===== config.mk =====
export PLATFORM = sky130hd
export DESIGN_NAME = bcd_sub_digit_sequencer
export DESIGN_NICKNAME = d
export VERILOG_FILES = /design/src/rtl/bcd_sub_digit_sequencer.sv
export SDC_FILE = /design/constraint.sdc
export NUM_CORES = 1
export LEC_CHECK = 0
export CORE_MARGIN = 1.5
export CORE_UTILIZATION = 45
export DETAILED_ROUTE_END_ITERATION = 8
export PLACE_DENSITY = 0.69
export SKIP_LAST_GASP = 1
export SLEW_MARGIN = 15
export SYNTH_ARGS = -nofsm -noshare
export SYNTH_HDL_FRONTEND = slang
export SYNTH_SLANG_ARGS = --single-unit

===== constraint.sdc =====
create_clock -name clk -period 3.2 [get_ports clk]
set_input_delay 0.32 -clock clk [delete_from_list [all_inputs] [get_ports clk]]
set_output_delay 0.32 -clock clk [all_outputs]
set_load 0.01 [all_outputs]

===== src/rtl/bcd_sub_digit_sequencer.sv =====
`default_nettype none
// ============================================================================
// Module  : bcd_sub_digit_sequencer
// Brief   : Digit-serial BCD subtractor (A-B, LSD first) that streams the raw
//           difference, its 10's complement and the sign to a magnitude mux.
// Revision: 1.0
// ============================================================================
module bcd_sub_digit_sequencer #(
    parameter int NDIG = 4,
    parameter int IW   = 2
) (
    input  logic                 clk,
    input  logic                 rst,
    input  logic                 start,
    input  logic [4*NDIG-1:0]    a_bcd,
    input  logic [4*NDIG-1:0]    b_bcd,
    output logic                 busy,
    output logic                 done,
    output logic                 out_valid,
    output logic [IW-1:0]        out_idx,
    output logic [3:0]           dig_raw,
    output logic [3:0]           dig_cmp,
    output logic                 sel_neg,
    output logic                 err
);

    localparam int              c_W    = 4 * NDIG;
    localparam logic [IW-1:0]   c_LAST = IW'(NDIG - 1);

    typedef enum logic [1:0] {
        S_IDLE = 2'd0,
        S_SUB  = 2'd1,
        S_OUT  = 2'd2,
        S_DONE = 2'd3
    } state_t;

    // Returns {borrow_out, digit} for a - b - bin with the BCD borrow rule.
    function automatic logic [4:0] f_dsub(input logic [3:0] a, input logic [3:0] b,
                                          input logic bin);
        logic [4:0] d;
        d = {1'b0, a} - {1'b0, b} - {4'd0, bin};
        if (d[4])
            f_dsub = {1'b1, d[3:0] + 4'd10};
        else
            f_dsub = {1'b0, d[3:0]};
    endfunction

    state_t             r_state;
    logic [c_W-1:0]     r_a;
    logic [c_W-1:0]     r_b;
    logic [c_W-1:0]     r_res;
    logic               r_bor;
    logic               r_cb;
    logic [IW-1:0]      r_cnt;

    logic               r_busy;
    logic               r_done;
    logic               r_out_valid;
    logic [IW-1:0]      r_out_idx;
    logic [3:0]         r_dig_raw;
    logic [3:0]         r_dig_cmp;
    logic               r_sel_neg;
    logic               r_err;

    logic               w_bad;
    logic [4:0]         w_sub;
    logic [c_W-1:0]     w_res_next;
    logic [c_W-1:0]     w_res_sh;
    logic [3:0]         w_cmp_src;
    logic               w_cmp_bin;
    logic [4:0]         w_cmp;

    always_comb begin
        w_bad = 1'b0;
        for (int i = 0; i < NDIG; i++) begin
            if (a_bcd[4*i +: 4] > 4'd9 || b_bcd[4*i +: 4] > 4'd9)
                w_bad = 1'b1;
        end
    end

    // Result digits enter at the top so digit 0 ends up at the bottom after NDIG shifts.
    always_comb begin
        w_sub      = f_dsub(r_a[3:0], r_b[3:0], r_bor);
        w_res_sh   = r_res >> 4;
        w_res_next = w_res_sh | (c_W'(w_sub[3:0]) << (c_W - 4));
    end

    // The complement chain starts on the last SUB edge, with digit 0 still in flight.
    always_comb begin
        w_cmp_src = (r_state == S_SUB) ? w_res_next[3:0] : w_res_sh[3:0];
        w_cmp_bin = (r_state == S_SUB) ? 1'b0 : r_cb;
        w_cmp     = f_dsub(4'd0, w_cmp_src, w_cmp_bin);
    end

    always_ff @(posedge clk or posedge rst) begin
        if (rst) begin
            r_state     <= S_IDLE;
            r_a         <= '0;
            r_b         <= '0;
            r_res       <= '0;
            r_bor       <= 1'b0;
            r_cb        <= 1'b0;
            r_cnt       <= '0;
            r_busy      <= 1'b0;
            r_done      <= 1'b0;
            r_out_valid <= 1'b0;
            r_out_idx   <= '0;
            r_dig_raw   <= 4'd0;
            r_dig_cmp   <= 4'd0;
            r_sel_neg   <= 1'b0;
            r_err       <= 1'b0;
        end else begin
            case (r_state)
                S_IDLE: begin
                    r_done <= 1'b0;
                    if (start) begin
                        r_a   <= a_bcd;
                        r_b   <= b_bcd;
                        r_bor <= 1'b0;
                        r_cnt <= '0;
                        if (w_bad) begin
                            r_err   <= 1'b1;
                            r_done  <= 1'b1;
                            r_state <= S_DONE;
                        end else begin
                            r_err   <= 1'b0;
                            r_busy  <= 1'b1;
                            r_state <= S_SUB;
                        end
                    end
                end
                S_SUB: begin
                    r_a   <= r_a >> 4;
                    r_b   <= r_b >> 4;
                    r_bor <= w_sub[4];
                    r_res <= w_res_next;
                    r_cnt <= r_cnt + 1'b1;
                    if (r_cnt == c_LAST) begin
                        r_state     <= S_OUT;
                        r_cnt       <= '0;
                        r_out_valid <= 1'b1;
                        r_out_idx   <= '0;
                        r_dig_raw   <= w_res_next[3:0];
                        r_dig_cmp   <= w_cmp[3:0];
                        r_cb        <= w_cmp[4];
                        r_sel_neg   <= w_sub[4];
                    end
                end
                S_OUT: begin
                    if (r_cnt == c_LAST) begin
                        r_state     <= S_DONE;
                        r_out_valid <= 1'b0;
                        r_busy      <= 1'b0;
                        r_done      <= 1'b1;
                    end else begin
                        r_cnt     <= r_cnt + 1'b1;
                        r_res     <= w_res_sh;
                        r_out_idx <= r_cnt + 1'b1;
                        r_dig_raw <= w_res_sh[3:0];
                        r_dig_cmp <= w_cmp[3:0];
                        r_cb      <= w_cmp[4];
                    end
                end
                S_DONE: begin
                    r_done  <= 1'b0;
                    r_state <= S_IDLE;
                end
                default: r_state <= S_IDLE;
            endcase
        end
    end

    assign busy      = r_busy;
    assign done      = r_done;
    assign out_valid = r_out_valid;
    assign out_idx   = r_out_idx;
    assign dig_raw   = r_dig_raw;
    assign dig_cmp   = r_dig_cmp;
    assign sel_neg   = r_sel_neg;
    assign err       = r_err;

endmodule
`default_nettype wire

==> run_1/io_fan.png <==
(6 px per um)
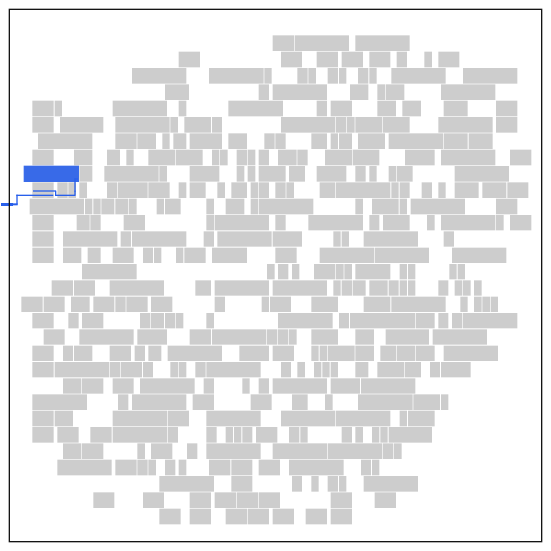
| colour | port | bits | direction | edge | end cells | wire |
|---|---|---|---|---|---|---|
| blue | `err` | 1 | output | left | 1 | 19.0 um |

==> run_1/wires.png <==
(4 px per um) Two of the layers only.
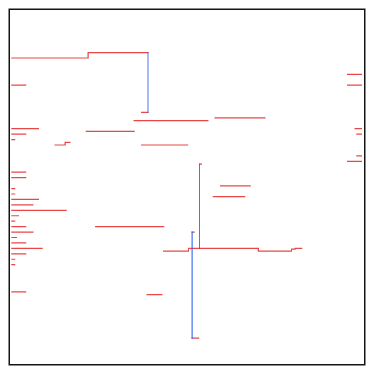
| colour | layer | wire length |
|---|---|---|
| blue | metal 4 | 62.6 um |
| red | metal 3 | 264 um |

==> run_1/placement.png <==
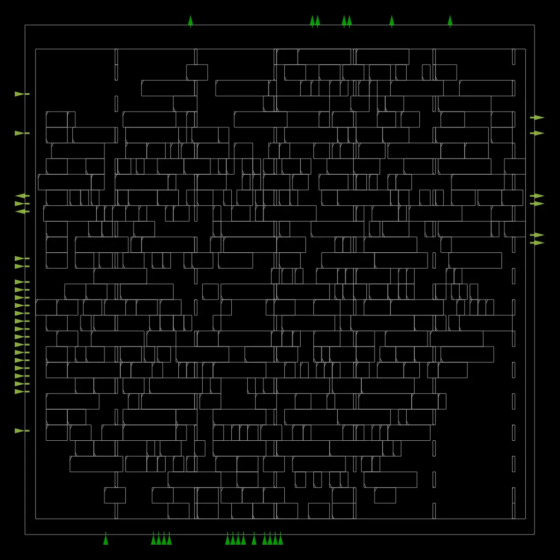
Post-Layout Cell Count: 476
number of fill cells in the layout: 619
Flops: 65

==> impl_metrics.ini, run 1 <==
; synthesis and place-and-route metrics
[clock_network]
clock_tree_from_tritoncts = built
cts_htree_levels = 3
cts.repair.resized = 0
cts.root.buffer_cell = sky130_fd_sc_hd__clkbuf_8

[synth]
synth_stat.cells = 328
synthMostInstantiatedCell = sky130_fd_sc_hd__dfrtp_1
synth.lib_cells_used.distinct = 36
synth_warnings = 0
common_cells = sky130_fd_sc_hd__dfrtp_1 (65), sky130_fd_sc_hd__nand2_1 (59), sky130_fd_sc_hd__o21ai_0 (47), sky130_fd_sc_hd__mux2i_1 (26), sky130_fd_sc_hd__inv_1 (22)
mean_instance_size_in_the_synthesized_netlist_sq_um = 10.0

[final_timing]
min_period_ns = 2.46
holdWs_ns = 0.384
skew_ns = 0.00987
rsz0062_at_grt = false
hold_violations = 0

[floorplan]
die-area_sq_um = 7830

[flow_run]
max_cap_viol_count = 0

[pwr]
cellPowerDensity_nw_per_um2 = 1070
p_total_mw = 4.34

[layout]
final_nets = 434
flow.area_growth_from_synthesis_pct = 23.7

[placement]
detailed_place_hpwl_um = 4790
port_buffers = 49

[route]
first_iter_violations = 95
ant_nets = 0

[worst_setup_path]
path_cells = fa_1 > fa_1 > nand2b_1 > a21oi_2 > xnor2_2 > or4_1 > nand3_1
worstSetupEndpointType = flip-flop

[run_status]
status = completed
## run 1: layer usage
metal | wire length [um] | GRT usage (%) | part of all wire [%] | up-vias
met4 | 62 | 5.40 | 0.98 | 0
met3 | 263 | 6.62 | 4.2 | 6
met2 | 3130 | 29.9 | 50 | 53
li1 | - | - | - | 1231
met5 | 0 | 0 | 0 | -
met1 | 2850 | 23.6 | 45 | 1146
## run 1: logic make-up after synthesis
group	count (synthesis)
AND-OR/OR-AND	81
XOR/XNOR	9
adder cells (fa/ha/maj)	21
buffers and inverters	37
flip-flops	65
multiplexers	32
AND/OR/NAND/NOR	83
## run 1: sequential cells by signal, summed over array words and instances, names as in the netlist
signal	cells
r_a	16
r_b	16
r_res	12
dig_cmp	4
dig_raw	4
out_idx	2
r_cnt	2
r_state	2
busy	1
done	1
err	1
out_valid	1
r_bor	1
r_cb	1
sel_neg	1
## run 1: through the flow
stage                     area (sq um)  worst slack (ns)  std cells
after floorplan                   3290             0.573        328
after global placement            3900             0.828        463
after detailed placement          3900             0.738        463
after CTS                         4070             0.724        476
after global routing              4070             0.637        476
final                             4070             0.737        476
## run 1: cell type report
class,instances,share of cell area [%]
tap,96,2.95
sequential,65,40.0
inverter,22,2.03
clock inverter,4,1.17
timing repair buffer,54,13.3
clock buffer,9,3.04
multi-input combinational,226,37.6
## run 1: final timing paths
| kind | start | endpoint | slack, ns | depth (start not counted) |
|---|---|---|---|---|
| min in group clk | r_res[13] | r_res[9] | 0.47 | 2 |
| max in group asynchronous | rst | r_bor | 2.20 | 3 |
| max | r_a[0] | r_res[15] | 0.74 | 7 |
| min | rst | r_state[0] | 0.38 | 2 |
| min reg2reg | r_res[13] | r_res[9] | 0.47 | 2 |
| max reg2reg | r_a[0] | r_res[15] | 0.74 | 7 |
## run 1: worst max-delay path: cells and delay by family, from the launching register on
kind                     cells  cell delay, ns
AND-OR/OR-AND                1            0.18
XOR/XNOR                     1            0.14
adder cells (fa/ha/maj)      2            0.88
flip-flops                   1            0.40
AND/OR/NAND/NOR              3            0.80
## run 1: report_power, final
group / internal [mW] / total (mW) / switching [mW]
clock network: 0.344 / 0.636 / 0.292
logic: 1.07 / 2.32 / 1.25
registers: 1.18 / 1.38 / 0.200
## run 1: placed cells by master (no fill, tap or decap), drive strengths merged, types with 9 or more instances in the layout
cell type | Yosys | routed
clkbuf | 7 | 9
nor2 | 10 | 10
a21oi | 11 | 11
clkdlybuf4s50 | 0 | 49
o21ai | 50 | 50
ha | 19 | 19
inv | 22 | 22
mux2i | 26 | 26
nand2 | 59 | 59
dfrtp | 65 | 65
==> run_1/metal_density.png <==
(4 px per um) The die is cut into 18 by 18 equal tiles; dark blue is low, red is high, scaled to the fullest tile. Values are wire area over tile area, all layers added.
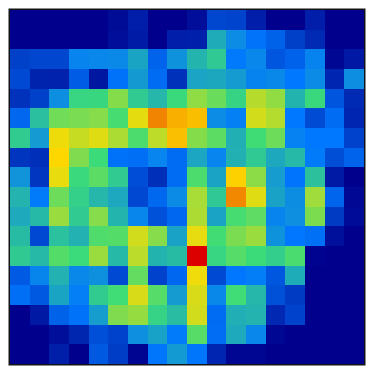

==> run 2, diff against run 1 <==
--- a/config.mk
+++ b/config.mk
@@ -8,7 +8,7 @@
 export CORE_MARGIN = 1.5
 export CORE_UTILIZATION = 45
 export DETAILED_ROUTE_END_ITERATION = 8
-export PLACE_DENSITY = 0.69
+export PLACE_DENSITY = 0.72
 export SKIP_LAST_GASP = 1
 export SLEW_MARGIN = 15
 export SYNTH_ARGS = -nofsm -noshare
==> constraint.sdc (replaced) <==
create_clock -name clk -period 2.2 [get_ports clk]
set_input_delay 0.22 -clock clk [delete_from_list [all_inputs] [get_ports clk]]
set_output_delay 0.22 -clock clk [all_outputs]
set_load 0.01 [all_outputs]
==> run_2/metal_density.png <==
(4 px per um) The die is cut into 18 by 18 equal tiles; dark blue is low, red is high, scaled to the fullest tile. Values are wire area over tile area, all layers added.
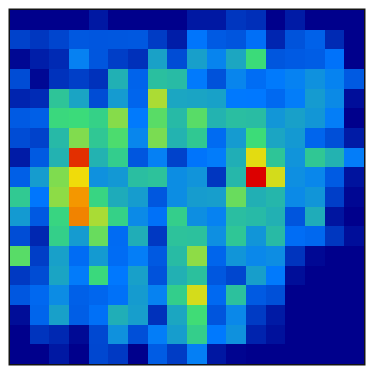
nearly empty tiles: 15%
mean over tiles: 0.13
densest ninth of the die: left middle
emptiest ninth of the die: bottom right
tiles over half the peak: 7.1%
fullest tile: 0.54

==> run_2/placement.png <==
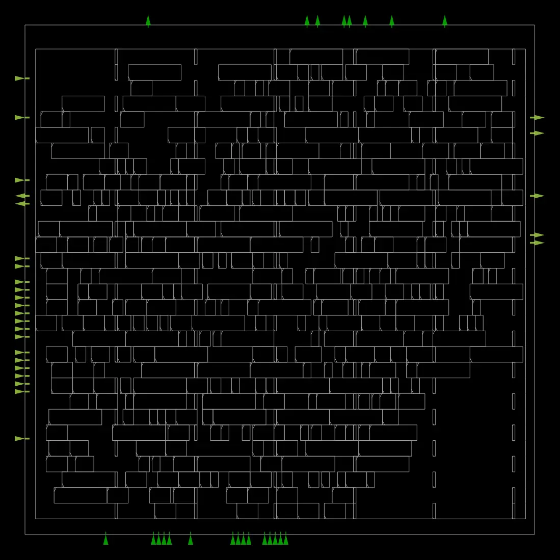
number of fill cells in the layout: 585
Post-Layout Cell Count: 485
tap cell instance count: 96
placement row count: 30
CORE AREA: 6940 sq um

==> run 2 against run 1 <==
Compared with the run above:
- clock skew shrank 0.0023 ns
- clock power grew about 40%
- synthesized cell count is the same
- power grew 58%
- non-clock buffer count grew 6
- count of clock-buffer cells in the layout grew 4
- sequential share of layout area shrank 1.7 points
- largest power group unchanged
- highest routed layer unchanged
==> impl_metrics.ini, run 2 <==
; synthesis and place-and-route metrics
[run_status]
status = completed

[global_routing]
gr_met3_demand_resource_pct = 4.01
global_route.usage.met2_pct = 31.1
met1_usage_pct = 24.0
grt-busiest-layer = met2

[layout]
most_numerous_logic_cell_after_layout = sky130_fd_sc_hd__dfrtp_1
mostFrequentLayoutCells = sky130_fd_sc_hd__dfrtp_1 (65), sky130_fd_sc_hd__nand2_1 (59), sky130_fd_sc_hd__clkdlybuf4s50_1 (49)
flow.area_growth_from_synthesis_pct = 29.3
layout_top_registers = r_a (16), r_b (16), r_res (12)

[pwr]
p_sw_mw = 2.74
internal_power_mw = 4.11
cellPowerDensity_nw_per_um2 = 1610
comb_power_share_pct = 57.2

[final_timing]
skew_ns = 0.00753
hold_violations = 0

[worst_setup_path]
worst_r2r_endpoint = r_res[15]
crit_end = r_res[15]
path_cells = inv_2 > fa_2 > fa_2 > nand2b_4 > a21oi_4 > xnor2_2 > or4_1 > nand3_1
regToRegStartpoint = r_bor
worstSetupEndpointType = flip-flop
critical_path_buf_inv_count = 1
reg2reg_depth = 8

[synth]
common_cells = sky130_fd_sc_hd__dfrtp_1 (65), sky130_fd_sc_hd__nand2_1 (59), sky130_fd_sc_hd__o21ai_0 (47), sky130_fd_sc_hd__mux2i_1 (26), sky130_fd_sc_hd__inv_1 (22)
synthMostInstantiatedCell = sky130_fd_sc_hd__dfrtp_1
synth.lib_cells_used.distinct = 36
synth_stat.cells = 328
mean_instance_size_in_the_synthesized_netlist_sq_um = 10.0
synth_warnings = 0

[floorplan]
die-area_sq_um = 7830

[placement]
post_place_setup_slack_ns = -0.0138
detailed_place_hpwl_um = 4860

[route]
first_iter_violations = 104
ant_nets = 0

[clock_network]
cts_htree_levels = 3
## run 2: cell counts after synthesis
Identical to the previous run, type by type.
## run 2: worst min path at each step
stage,startpoint,cells after the start,endpoint
2_1_floorplan,a_bcd[12],1,r_a[12]
3_3_place_gp,r_res[12],2,r_res[8]
3_5_place_dp,r_res[12],2,r_res[8]
4_1_cts,rst,3,err
5_1_grt,rst,3,done
6_report,rst,3,done
## run 2: cells by family (layout without fill, tap and decap cells)
logic type	count (synthesis)	in the layout	share of synthesized area, %
AOI/OAI and AO/OA	81	81	14.4
xor gates and xnor gates	9	9	2.62
adders and majority gates	21	21	8.44
buffers and inverters	37	98	4.49
DFF	65	65	49.4
muxes	32	32	9.97
and+or+nand+nor	83	83	10.6
## run 2: stage by stage
step	std cells	instance area (sq um)	setup TNS (ns)	hold WS, ns
6_report	485	4250	0	0.259
5_1_grt	485	4250	-0.158	0.299
4_1_cts	485	4250	0	0.268
3_5_place_dp	467	4060	-0.0138	0.464
3_3_place_gp	467	4060	0	0.452
2_1_floorplan	328	3420	-0.0489	0.353
## run 2: power by group through the flow
stage / Clock, mW / Sequential (mW) / Combinational, mW
finish: 0.893 / 2.03 / 3.92
global route: 0.967 / 2.11 / 4.42
CTS: 0.927 / 2.04 / 3.98
detailed placement: 0 / 2.06 / 3.94
global placement: 0 / 2.03 / 3.78
floorplan: 0 / 2.03 / 2.92
## run 2: final cells by class
| class | instances | area (sq um) | share of cell area (%) |
|---|---|---|---|
| repair buffers | 60 | 611 | 14.4 |
| inverters | 22 | 82.6 | 1.94 |
| well taps | 96 | 120 | 2.82 |
| clock inverters | 3 | 15.0 | 0.353 |
| multi-input cells | 226 | 1640 | 38.5 |
| clock buffers | 13 | 159 | 3.74 |
| flip-flops and latches | 65 | 1630 | 38.2 |
## run 2: routing by layer
layer,up-vias,wire length (um)
li1,1240,-
met1,1183,2960
met2,58,3160
met3,18,248
met4,0,186
met5,-,0
## run 2: tightest hold or removal path, cell delays in order
cell,delay (ns)
sky130_fd_sc_hd__clkdlybuf4s50_1,0.41
sky130_fd_sc_hd__inv_2,0.07
sky130_fd_sc_hd__buf_12,0.29
## run 2: what timing repair did
action	4_1_cts	5_1_grt
resized	0	0
setup buffers	2	0
endpoints found under the setup margin	1	3
pin swaps	2	1
Power figures rest on the tool's default switching activity, not on a simulated workload.
